**Run 1: metal 1**

The bar under the picture is 100 um long. Supply wires on this layer in grey.
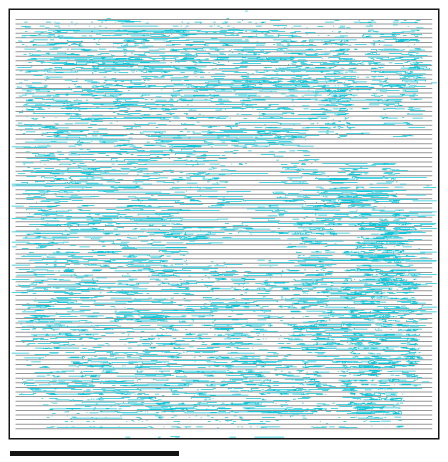
**Run 1: M2 wires**

Cells faint in the background.
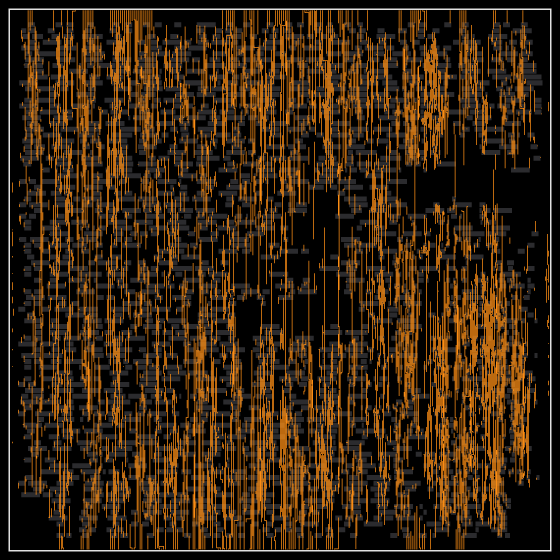
**Run 1: signal wires on met3**

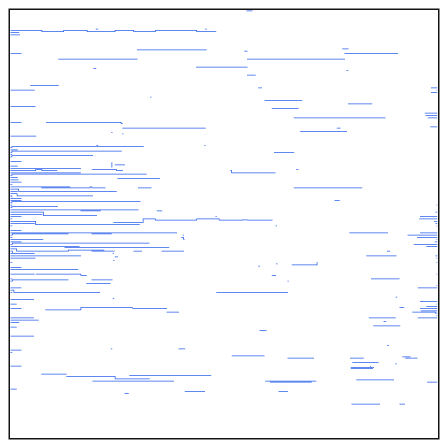
**Run 1: metal 4**

Supply wires on this layer in grey.
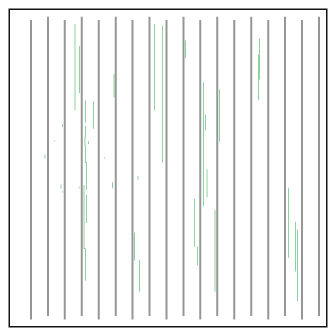
==> config.mk <==
export PLATFORM = sky130hd
export DESIGN_NAME = axis_channel_serializer
export DESIGN_NICKNAME = d
export VERILOG_FILES = /design/src/rtl/axis_channel_serializer_pkg.sv /design/src/rtl/axis_ser_deci_tick.sv /design/src/rtl/axis_channel_serializer.sv
export SDC_FILE = /design/constraint.sdc
export NUM_CORES = 1
export LEC_CHECK = 0
export CELL_PAD_IN_SITES_DETAIL_PLACEMENT = 1
export CELL_PAD_IN_SITES_GLOBAL_PLACEMENT = 2
export CORE_MARGIN = 3
export CORE_UTILIZATION = 34
export CTS_CLUSTER_DIAMETER = 80
export DETAILED_ROUTE_END_ITERATION = 10
export GPL_TIMING_DRIVEN = 0
export HOLD_SLACK_MARGIN = 0.03
export PLACE_DENSITY_LB_ADDON = 0.1
export REMOVE_ABC_BUFFERS = 1
export SETUP_SLACK_MARGIN = 0.02
export SLEW_MARGIN = 20
export SYNTH_ARGS = -nofsm -noshare
export SYNTH_HDL_FRONTEND = slang
export SYNTH_HIERARCHICAL = 1
export SYNTH_SLANG_ARGS = --single-unit
==> constraint.sdc <==
create_clock -name a_clk -period 3.5 [get_ports a_clk]
set_clock_uncertainty 0.05 [all_clocks]
set_input_delay 0.35 -clock a_clk [delete_from_list [all_inputs] [get_ports a_clk]]
set_output_delay 0.35 -clock a_clk [all_outputs]
set_load 0.01 [all_outputs]
==> impl_metrics.toml, run 1 <==
# physical design summary
[status]
status = "finished with violations"
violations = "setup timing"

[placed_design]
hpwl_mm = 43.0
dp.cells = 2580
gp_congestion = 0.825

[global_routing]
antenna_found_initial = 19
grt_pass1_wl_mm = 99.3
grt_usage_pct = 20.3
overflow = 0

[clock_tree]
clk_pin_slew_ns = 0.06
clock_path_buffers = 3
clk_latency_ns = 0.60
clock-sinks = 442
clockRootBuffer = "clkbuf_16"
cts_buffers = 51
cts_tree = "yes"

[power]
leakage_nw = 12.5
irDropWorstVdd_v = 0.000403
power_density_mw_per_mm2 = 416

[die]
design.core.area_mm2 = 0.0597
rows = 89
die_h_um = 253
ioPinCount = 291
die_w_um = 253
fp_util_pct = 34.8

[drt]
routedWlPerCell_um = 23.3
drc = 0
drtAntennaViolNets = 0
drtPass1Iterations = 4
vias_per_cell = 5.13
drtIter0Drc = 543

[synth]
synthDistinctLibCells = 86
ys_warn_count = 6
ys_cells = 1578
yosys.stat.seqShare_pct = 53.3
synth-async-reset-ratio_pct = 100
syn_area_mm2 = 0.0208
synth-main-ff-cell = "dfrtp_1"
synth-edff-count = 0
syn_inst = 1578

[run]
drv_cap = 0
warning_count = 29

[layout]
utilization_pct = 48.9
final_cells = 2817
final_common_cell = "dfrtp_1"
nNetsFinal = 2239
layout-area-overhead-vs-synth_pct = 40.7

[sta]
rsz0062_at_grt = "true"
worst_pin_slew_ns = 0.834
relSlewSlack_pct = 43.9
finalCritPeriodShare_pct = 120
fin_setup_tns_ns = -126.86
finalSetupViolCount = 216
max_freq_mhz = 238
postLayoutSetupSlackWorst_ns = -0.704
hold_viol = 0
drv_slew = 0
min_period_ns = 4.20

[worst_setup_path]
cp.required_ns = 3.94
worst_r2r_path_depth = 16
end_kind = "flop"
crit_type = "in -> reg"
rrSetupSlack_ns = -0.39
critical_path.max_fanout = 7

[worst_hold_path]
min-delay-path-class = "in -> async"
-- 'metal 1' (at the start) --
main direction = horizontal
wire length on this layer = 27.3 mm
nets with wire on the layer = 2075
vias: 14460
final wirelength: 65.7 mm
met1 Use GR: 25.2%

-- 'M2 wires' (at the start) --
nets with wire on the layer = 2087
wire length on this layer = 33.6 mm
longest straight run = 93.3 um
share of all routed wire = 51%
met2 Use GR: 36.0%

-- 'signal wires on met3' (at the start) --
share of all routed wire = 5.4%
longest straight run = 98.2 um
nets with wire on the layer = 148
main direction = horizontal
GR Util met3: 4.98%

-- 'metal 4' (at the start) --
share of all routed wire = 1.7%
main direction = vertical

==> run 1: layer usage <==
metal	part of all wire (%)	GRT usage, %
met1	42	25.2
met2	51	36.0
met3	5.4	4.98
met4	1.7	4.55
met5	0.23	0
==> run 1: synth_stat cells (6+ instances only) <==
library cell | n | area share (%)
a21oi_1 | 50 | 1.2
a21oi_2 | 30 | 1.3
a22oi_1 | 6 | 0.22
and3_1 | 6 | 0.18
buf_1 | 19 | 0.34
buf_2 | 30 | 0.72
clkbuf_1 | 37 | 0.67
dfrtp_1 | 442 | 53
ha_1 | 6 | 0.36
inv_1 | 18 | 0.33
mux2_1 | 81 | 4.4
mux2_2 | 310 | 17
mux2i_1 | 35 | 1.7
mux4_2 | 32 | 3.5
nand2_1 | 60 | 1.1
nand3_1 | 27 | 0.65
nand4_1 | 11 | 0.33
nor2_1 | 95 | 1.7
nor2b_1 | 6 | 0.18
nor3_1 | 25 | 0.60
nor4_1 | 18 | 0.54
nor4_2 | 7 | 0.42
o21ai_0 | 16 | 0.39
o31ai_1 | 6 | 0.22
or3_1 | 8 | 0.24
xnor2_1 | 41 | 1.7
xor2_1 | 34 | 1.4
==> run 1: logic make-up after synthesis <==
logic type,share of synthesized area (%)
muxes,26.4
buffers and inverters,2.79
adders and majority gates,0.362
xor gates and xnor gates,3.27
AOI/OAI and AO/OA,5.51
DFF,53.3
and+or+nand+nor,8.43
==> run 1: area by class of cell <==
cell class	instances	area [um2]	area share, %
Antenna cell	8	20.0	0.0685
Sequential cell	442	11100	37.9
Clock buffer	83	1590	5.44
Tap cell	773	967	3.31
Clock inverter	13	255	0.874
Timing Repair Buffer	463	5010	17.2
Inverter	19	82.6	0.283
Multi-Input combinational cell	1016	10200	35.0
==> run 1: timing repair <==
action / CTS / global route
buffers inserted: 102 / 34
pin swaps: 43 / 43
hold buffers: 1 / 0
gates cloned: 7 / 3
endpoints found under the hold margin: 192 / 0
endpoints found under the setup margin: 275 / 245
resized: 344 / 112
==> run 1: per-stage QoR <==
stage                     total power (W)  worst slack [ns]  instance area (um2)
after floorplan                   0.00582            -18.30                20300
after global placement            0.00640            -31.49                24100
after detailed placement          0.00643             -3.30                24800
after CTS                          0.0123            -0.692                28700
after global routing               0.0127            -0.778                29200
final                              0.0121            -0.704                29200
==> run 1: worst max-delay path: stages <==
cell and delay (ns):
buf_12 0.10, or4_4 0.58, nor4_4 0.48, buf_4 0.21, buf_6 0.11, xnor2_4 0.07, a22oi_2 0.17, nand3_2 0.07
or4_4 0.52, nor4_4 0.36, buf_6 0.16, and3_4 0.19, inv_4 0.05, a211oi_4 0.21, buf_6 0.19, buf_6 0.12
buf_12 0.13, buf_12 0.13, clkbuf_16 0.14, mux2_4 0.29
==> run 1: power by group <==
group | switching (W) | internal (W)
combinational | 0.000391 | 0.000526
clock | 0.00222 | 0.00355
sequential | 0.000122 | 0.00534
total | 0.00274 | 0.00941
**Run 1: track usage over the die**

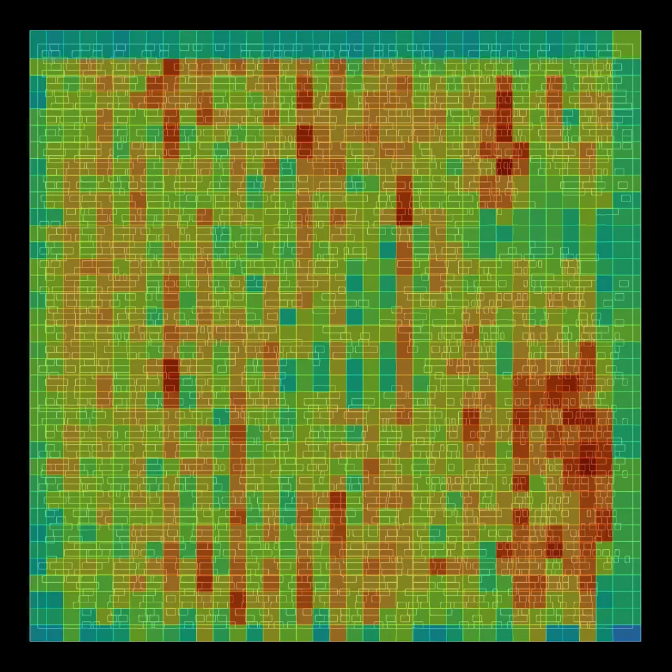

==> run 2: changes to the inputs <==
--- a/config.mk
+++ b/config.mk
@@ -5,15 +5,16 @@
 export SDC_FILE = /design/constraint.sdc
 export NUM_CORES = 1
 export LEC_CHECK = 0
+export ABC_CLOCK_PERIOD_IN_PS = 3500
 export CELL_PAD_IN_SITES_DETAIL_PLACEMENT = 1
 export CELL_PAD_IN_SITES_GLOBAL_PLACEMENT = 2
 export CORE_MARGIN = 3
 export CORE_UTILIZATION = 34
-export CTS_CLUSTER_DIAMETER = 80
+export CTS_CLUSTER_DIAMETER = 30
 export DETAILED_ROUTE_END_ITERATION = 10
 export GPL_TIMING_DRIVEN = 0
 export HOLD_SLACK_MARGIN = 0.03
-export PLACE_DENSITY_LB_ADDON = 0.1
+export PLACE_DENSITY = 0.84
 export REMOVE_ABC_BUFFERS = 1
 export SETUP_SLACK_MARGIN = 0.02
 export SLEW_MARGIN = 20
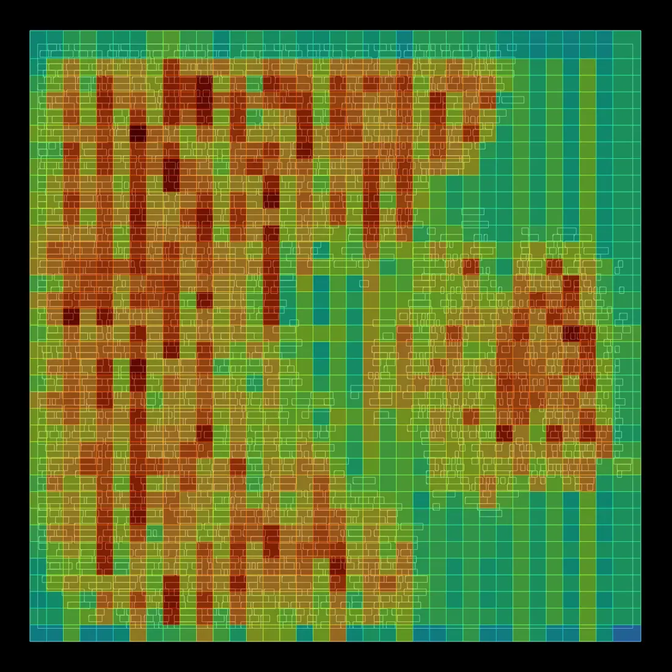
**Above:** run 2 (track usage over the die).
met2 Use GR: 40.8%
met1 Use GR: 25.5%

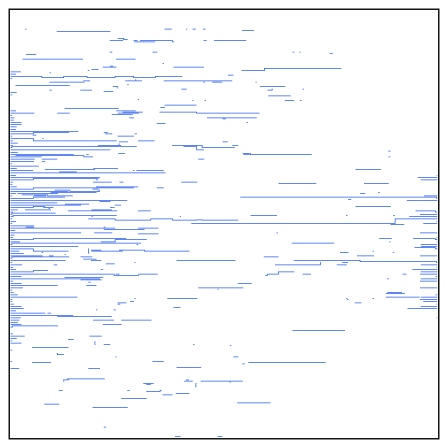
**Above:** run 2 (signal wires on met3).
main direction = horizontal
longest straight run = 120 um
wire length on this layer = 4960 um
nets with wire on the layer = 239
share of all routed wire = 6.5%
vias: 15359
final wirelength: 75.8 mm

==> impl_metrics.toml, run 2 <==
# physical design summary
[status]
status = "finished with violations"
violations = "setup timing"

[synth]
most_common_cell = "dfrtp_1"
yosys.stat.seqShare_pct = 53.3
synth-async-reset-ratio_pct = 100
synth-edff-count = 0
ys_cells = 1578
synthTopCellsByCount = "dfrtp_1 (442), mux2_2 (310), nor2_1 (95)"
synth_top_area_share_pct = 53.3
synth-main-ff-cell = "dfrtp_1"
top_cells_by_area = "dfrtp_1 (53%), mux2_2 (17%), mux2_1 (4.4%)"
ys_warn_count = 6

[worst_setup_path]
crit_type = "in -> reg"
rrSetupSlack_ns = -0.51
cp.required_ns = 3.95
end_kind = "flop"
critical_path.max_fanout = 8
worst_r2r_path_depth = 17

[clock_tree]
cts_buffers = 95
clockRootBuffer = "clkbuf_16"
clock_path_buffers = 3
clk_pin_slew_ns = 0.05
clk_latency_ns = 0.64
cts_tree = "yes"
clock-sinks = 442

[sta]
postLayoutSetupSlackWorst_ns = -0.715
drv_slew = 0
finalCritPeriodShare_pct = 120
fin_setup_tns_ns = -116.67
worst_pin_slew_ns = 0.857
max_freq_mhz = 237
relSlewSlack_pct = 42.4
finalSetupViolCount = 216
hold_viol = 0
rsz0062_at_grt = "true"
min_period_ns = 4.21

[drt]
dr.max_layer_used = "met5"
drtPass1Iterations = 4
vias_per_cell = 5.34
met2WireLength_mm = 39.2
drtAntennaViolNets = 0
drtIter0Drc = 666
wl_met1_mm = 28.9
met3_length_mm = 4.96
routedWlPerCell_um = 26.3

[power]
power_w = 0.0160

[run]
drv_cap = 0

[placed_design]
dp.cells = 2577
gp_congestion = 0.820
dpl_cell_area_mm2 = 0.0247

[layout]
nNetsFinal = 2260
logic_area_mm2 = 0.0102
final_cell_area_mm2 = 0.0306
final_cells = 2878
final_common_cell = "dfrtp_1"
layout-area-overhead-vs-synth_pct = 47.4

[global_routing]
overflow = 0
grt_usage_pct = 23.0
antenna_found_initial = 26
grt_pass1_wl_mm = 111

[die]
die_h_um = 253
design.core.area_mm2 = 0.0597
rows = 89
fp_util_pct = 34.8
ioPinCount = 291
die_w_um = 253

[worst_hold_path]
min-delay-path-class = "in -> async"
==> run 2: cell counts after synthesis <==
Identical to the previous run, type by type.
==> run 2: logic make-up (layout without fill, tap and decap cells) <==
kind of cell               count (synthesis)  in the layout  share of synthesized area, %
DFF                                      442            442                          53.3
muxes                                    458            458                          26.4
AOI/OAI and AO/OA                        160            161                          5.51
adders and majority gates                  6              6                         0.362
other                                      0             11                             0
and+or+nand+nor                          315            315                          8.43
buffers and inverters                    121            636                          2.79
xor gates and xnor gates                  76             76                          3.27
==> run 2: critical path, stage by stage <==
cell	delay, ns
dlygate4sd2_1	0.30
nor3_4	0.25
nand3_4	0.14
buf_4	0.16
buf_4	0.14
o41ai_4	0.37
a21oi_2	0.12
a311oi_2	0.28
or4b_4	0.51
nor4_4	0.29
buf_6	0.16
and3_4	0.19
inv_4	0.04
a211oi_4	0.19
buf_6	0.16
buf_12	0.10
buf_12	0.11
buf_12	0.10
buf_12	0.13
buf_12	0.12
buf_12	0.12
mux2_4	0.31
==> run 2: layout make-up <==
| cell class | count | share of cell area [%] |
|---|---|---|
| flip-flops and latches | 442 | 36.2 |
| inverters | 19 | 0.270 |
| repair buffers | 440 | 16.0 |
| clock buffers | 117 | 8.60 |
| clock inverters | 60 | 2.54 |
| multi-input cells | 1016 | 33.2 |
| well taps | 773 | 3.16 |
| diodes | 11 | 0.0899 |
==> run 2: what timing repair did <==
| action | in CTS | in global routing |
|---|---|---|
| hold endpoints to repair | 204 | 0 |
| cloned | 10 | 3 |
| endpoints found under the setup margin | 275 | 223 |
| setup buffers | 80 | 30 |
| hold buffers | 1 | 0 |
| pin swaps | 40 | 35 |
| gates resized | 313 | 126 |
==> run 2: per-stage QoR <==
| stage | utilization [%] | worst slack, ns |
|---|---|---|
| floorplan | - | -18.30 |
| global placement | 40.4 | -29.99 |
| detailed placement | 41.4 | -3.26 |
| CTS | 50.4 | -0.724 |
| global route | 51.2 | -0.820 |
| finish | 51.3 | -0.715 |
==> run 2: per-layer routing <==
layer  track usage (%)  vias to the layer above
li1                  -                     6633
met2              40.8                      480
met3              6.82                      208
met1              25.5                     8006
met4              10.1                       32
met5                 0                        -
==> run 2: power breakdown <==
| group | internal, W | leakage (nW) | switching, W |
|---|---|---|---|
| Sequential | 0.00535 | 5.72 | 0.000161 |
| Clock | 0.00639 | 1.65 | 0.00317 |
| Combinational | 0.000512 | 5.74 | 0.000428 |
Power figures rest on the tool's default switching activity, not on a simulated workload.
